--- config.mk ---
export PLATFORM = sky130hd
export DESIGN_NAME = cby_param_shadow
export DESIGN_NICKNAME = d
export VERILOG_FILES = /design/src/rtl/cby_param_shadow.sv
export SDC_FILE = /design/constraint.sdc
export NUM_CORES = 1
export LEC_CHECK = 0
export CAP_MARGIN = 30
export CORE_MARGIN = 1.5
export CORE_UTILIZATION = 41
export CTS_BUF_LIST = sky130_fd_sc_hd__clkbuf_2 sky130_fd_sc_hd__clkbuf_4 sky130_fd_sc_hd__clkbuf_8
export CTS_CLUSTER_DIAMETER = 150
export DETAILED_ROUTE_END_ITERATION = 10
export HOLD_SLACK_MARGIN = 0.06
export PLACE_DENSITY = 0.66
export SYNTH_ARGS = -nofsm -noshare
export SYNTH_HDL_FRONTEND = slang
export SYNTH_SLANG_ARGS = --single-unit
--- constraint.sdc ---
create_clock -name prog_clk -period 2.3 [get_ports prog_clk]
set_input_delay 0.46 -clock prog_clk [delete_from_list [all_inputs] [get_ports prog_clk]]
set_output_delay 0.46 -clock prog_clk [all_outputs]
set_load 0.02 [all_outputs]
--- src/rtl/cby_param_shadow.sv ---
// cby_param_shadow -- parametrised Y-direction connection block.
//
// CHAN_WIDTH vertical tracks pass straight through in both directions.
// NUM_IPIN grid input pins are each driven by a MUX_SIZE:1 multiplexer whose
// taps alternate bottom/top tracks.
//
// The configuration chain segment is double-buffered. Bits shift into sr
// while a counter tracks how many have arrived. They are copied into the
// shadow register, which drives the muxes, only on a validated commit.
// Routing therefore never glitches while the chain is being programmed.
//
// Optional feature: define CBY_PARITY_EN to append one even-parity bit to
// the chain. That bit is the first one shifted, so it lands in sr[L-1].
// A commit is then accepted only if the XOR over the whole chain is 0.
module cby_param_shadow #(
  parameter int CHAN_WIDTH = 11,
  parameter int NUM_IPIN   = 9,
  parameter int MUX_SIZE   = 6,
  parameter int TAP_STRIDE = 5
) (
  input  logic                  prog_clk,
  input  logic                  pReset,
  input  logic [CHAN_WIDTH-1:0] chany_bottom_in,
  input  logic [CHAN_WIDTH-1:0] chany_top_in,
  output logic [CHAN_WIDTH-1:0] chany_bottom_out,
  output logic [CHAN_WIDTH-1:0] chany_top_out,
  input  logic                  ccff_head,
  input  logic                  ccff_en,
  input  logic                  ccff_commit,
  output logic                  ccff_tail,
  output logic [NUM_IPIN-1:0]   ipin_out,
  output logic                  cfg_valid,
  output logic                  cfg_err
);

  localparam int SEL_W  = $clog2(MUX_SIZE);
  localparam int DATA_W = NUM_IPIN * SEL_W;
`ifdef CBY_PARITY_EN
  localparam int L = DATA_W + 1;
`else
  localparam int L = DATA_W;
`endif
  localparam int                  CNT_W   = $clog2(L + 1);
  localparam logic [CNT_W-1:0]    CNT_FULL = CNT_W'(L);
  localparam logic [SEL_W:0]      MUX_LIM  = (SEL_W + 1)'(MUX_SIZE);

  logic [1:0]       rst_sync;
  logic             run;
  logic [L-1:0]     sr;
  logic [L-1:0]     shadow;
  logic [CNT_W-1:0] cnt;
  logic             parity_ok;

  // The tracks pass straight through and are independent of configuration.
  assign chany_bottom_out = chany_top_in;
  assign chany_top_out    = chany_bottom_in;
  assign ccff_tail        = sr[L-1];

`ifdef CBY_PARITY_EN
  assign parity_ok = ~(^sr);
`else
  assign parity_ok = 1'b1;
`endif

  // Release synchroniser: chain activity resumes on the third edge after
  // pReset rises.
  // NOTE: assertion is asynchronous, but de-assertion is re-timed to
  // prog_clk so that every chain flop leaves reset on the same edge.
  always_ff @(posedge prog_clk or negedge pReset) begin
    if (!pReset) rst_sync <= 2'b00;
    else         rst_sync <= {rst_sync[0], 1'b1};
  end

  assign run = rst_sync[1];

  // Shift chain, bit counter, shadow commit and sticky error flag.
  // NOTE: all state here uses non-blocking assignments, so the commit reads
  // sr and cnt as they were before any shift on the same edge.
  always_ff @(posedge prog_clk or negedge pReset) begin
    if (!pReset) begin
      sr        <= '0;
      shadow    <= '0;
      cnt       <= '0;
      cfg_valid <= 1'b0;
      cfg_err   <= 1'b0;
    end else if (run) begin
      if (ccff_en) sr <= {sr[L-2:0], ccff_head};

      if (ccff_commit && cnt == CNT_FULL) begin
        if (parity_ok) begin
          shadow    <= sr;
          cfg_valid <= 1'b1;
          cnt       <= ccff_en ? CNT_W'(1) : '0;
        end else begin
          cfg_err <= 1'b1;
          cnt     <= '0;
        end
      end else begin
        if (ccff_commit) cfg_err <= 1'b1;
        if (ccff_en && cnt != CNT_FULL) cnt <= cnt + 1'b1;
      end
    end
  end

  // Per-pin mux: the select is MSB-first from shadow.
  // Tap pair k reads track (i + k*TAP_STRIDE) mod CHAN_WIDTH.
  // An even input takes the bottom track and an odd input takes the top track.
  for (genvar gi = 0; gi < NUM_IPIN; gi++) begin : g_pin
    logic [MUX_SIZE-1:0] mux_in;
    logic [SEL_W-1:0]    sel;

    for (genvar gk = 0; gk < MUX_SIZE / 2; gk++) begin : g_tap
      localparam int T = (gi + gk * TAP_STRIDE) % CHAN_WIDTH;
      assign mux_in[2*gk]   = chany_bottom_in[T];
      assign mux_in[2*gk+1] = chany_top_in[T];
    end

    for (genvar gb = 0; gb < SEL_W; gb++) begin : g_sel
      assign sel[SEL_W-1-gb] = shadow[gi*SEL_W+gb];
    end

    assign ipin_out[gi] = (cfg_valid && ({1'b0, sel} < MUX_LIM)) ? mux_in[sel] : 1'b0;
  end

endmodule

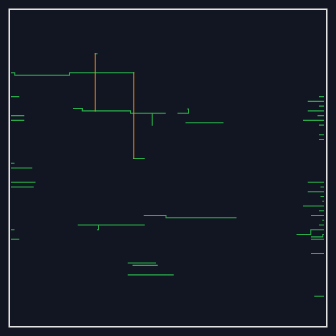
metal_stack.png
Only two layers are drawn.
Key: met4 = orange [wire length 40.8 um]; met3 = green [wire length 258 um]

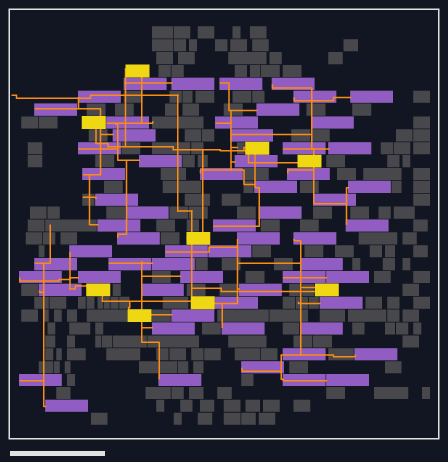
clock_map.png
Bar = 20 um.
Key: cells driving clock nets = yellow [count 9]; flip-flops = purple [count 63]; clock wires = orange [length 803 um]
There are 10 routed clock nets.

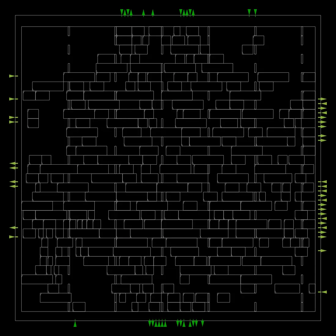
final_placement.png
final non-filler cell total: 384
Core Util, Final: 0.5445
# fillers: 639
Seq/total area: 0.3950
Tapcells: 99

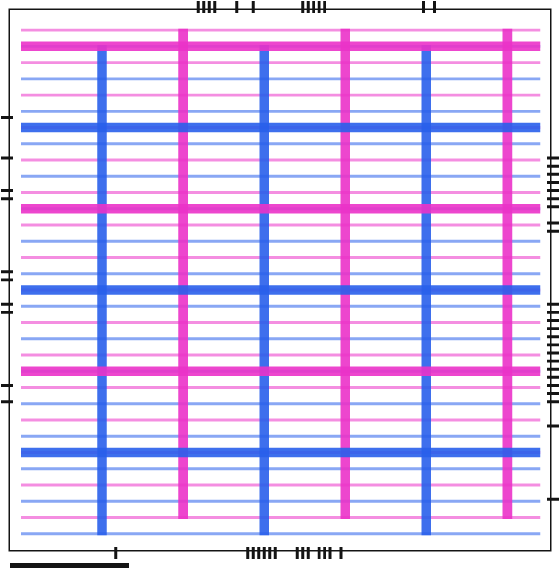
pdn.png
Bar = 20 um. Pins as bars on the die edge.
Key: VSS = blue; VDD = magenta
61 signal pins sit on the boundary. 6 straps on met5. 32 met1 rails follow the rows. 6 straps on met4. The core has 31 rows.

-- critical path, delay by kind of cell --
kind | cells | cell delay (ns)
muxes | 1 | 0.44
and+or+nand+nor | 1 | 0.14
AOI/OAI and AO/OA | 1 | 0.16
buffers and inverters | 2 | 0.57
-- layout by cell type (no fill, tap or decap), drive strengths merged --
master | Yosys | final
nor3b | 9 | 9
nand3 | 3 | 3
dlygate4sd2 | 0 | 13
inv | 3 | 3
nor2 | 1 | 1
dlymetal6s2s | 0 | 3
ha | 1 | 1
dfrtp | 63 | 63
a22o | 1 | 1
a221oi | 1 | 1
nand2 | 4 | 4
mux2 | 54 | 54
nand4 | 1 | 1
bufinv | 0 | 4
mux2i | 10 | 10
o21ai | 6 | 6
buf | 29 | 27
nand4b | 1 | 1
or2 | 1 | 1
nor2b | 9 | 9
o21a | 9 | 9
and2 | 1 | 1
or3 | 1 | 1
conb | 1 | 1
clkinv | 0 | 1
clkbuf | 0 | 10
a21oi | 1 | 1
clkinvlp | 0 | 1
mux4 | 9 | 9
and3 | 1 | 1
clkdlybuf4s50 | 0 | 34
a31o | 1 | 1
-- kinds of logic after synthesis --
logic type               after synthesis
AND-OR/OR-AND                         19
adder cells (fa/ha/maj)                1
buffers and inverters                 32
flip-flops                            63
multiplexers                          73
other                                  1
AND/OR/NAND/NOR                       32
-- registers in the layout, indices dropped and copies added, names as in the netlist --
signal     flops
shadow        27
sr            27
cnt            5
rst_sync       2
cfg_err        1
cfg_valid      1
-- power by group through the flow --
stage	Combinational, uW	Sequential, uW	Clock (uW)
global route	582	1490	1330
global placement	555	1470	0
CTS	541	1450	1300
finish	531	1450	1260
detailed placement	563	1470	0
floorplan	382	1420	0
==> reports/qor.yml <==
status: "finished, final reports clean"
core-area_mm2: 0.007331
cp_data_arrival_time_ns: 1.77
cts-root-buf: "clkbuf_8"
synth_area_mm2: 0.003132
finalHoldViolations: 0
first_global_vias: 1875
synth-edff-count: 0
p_int_uw: 2442
synthMuxAreaShare: 0.3004
cts_made_buffers: 9
fp_util: 0.4272
gp_congestion: 0.7182
topCombFamilyByArea: "multiplexers"
portBuffers: 60
p_per_area_mw_per_mm2: 813.0
hold_path_class: "input port to asynchronous set/reset pin"
postSynthSeqShare: 0.5034
finalSetupTns_ns: 0
pwr-share-clk: 0.389
simple_gate_area_frac: 0.07032
ff_type: "dfrtp_1"
holdWs_ns: 0.1270
yosysTopAreaCellShare: 0.5034
ctsResizeCount: 47
yosys_warnings: 0
n_all_buffers: 77
synthAdderAreaFrac: 0.003995
top_cell: "dfrtp_1"
seq_area_mm2: 0.001577
ys_top_cells_by_count: "dfrtp_1, mux2_2, buf_4"
p_seq_frac: 0.448
Power and IR drop assume default switching activity.
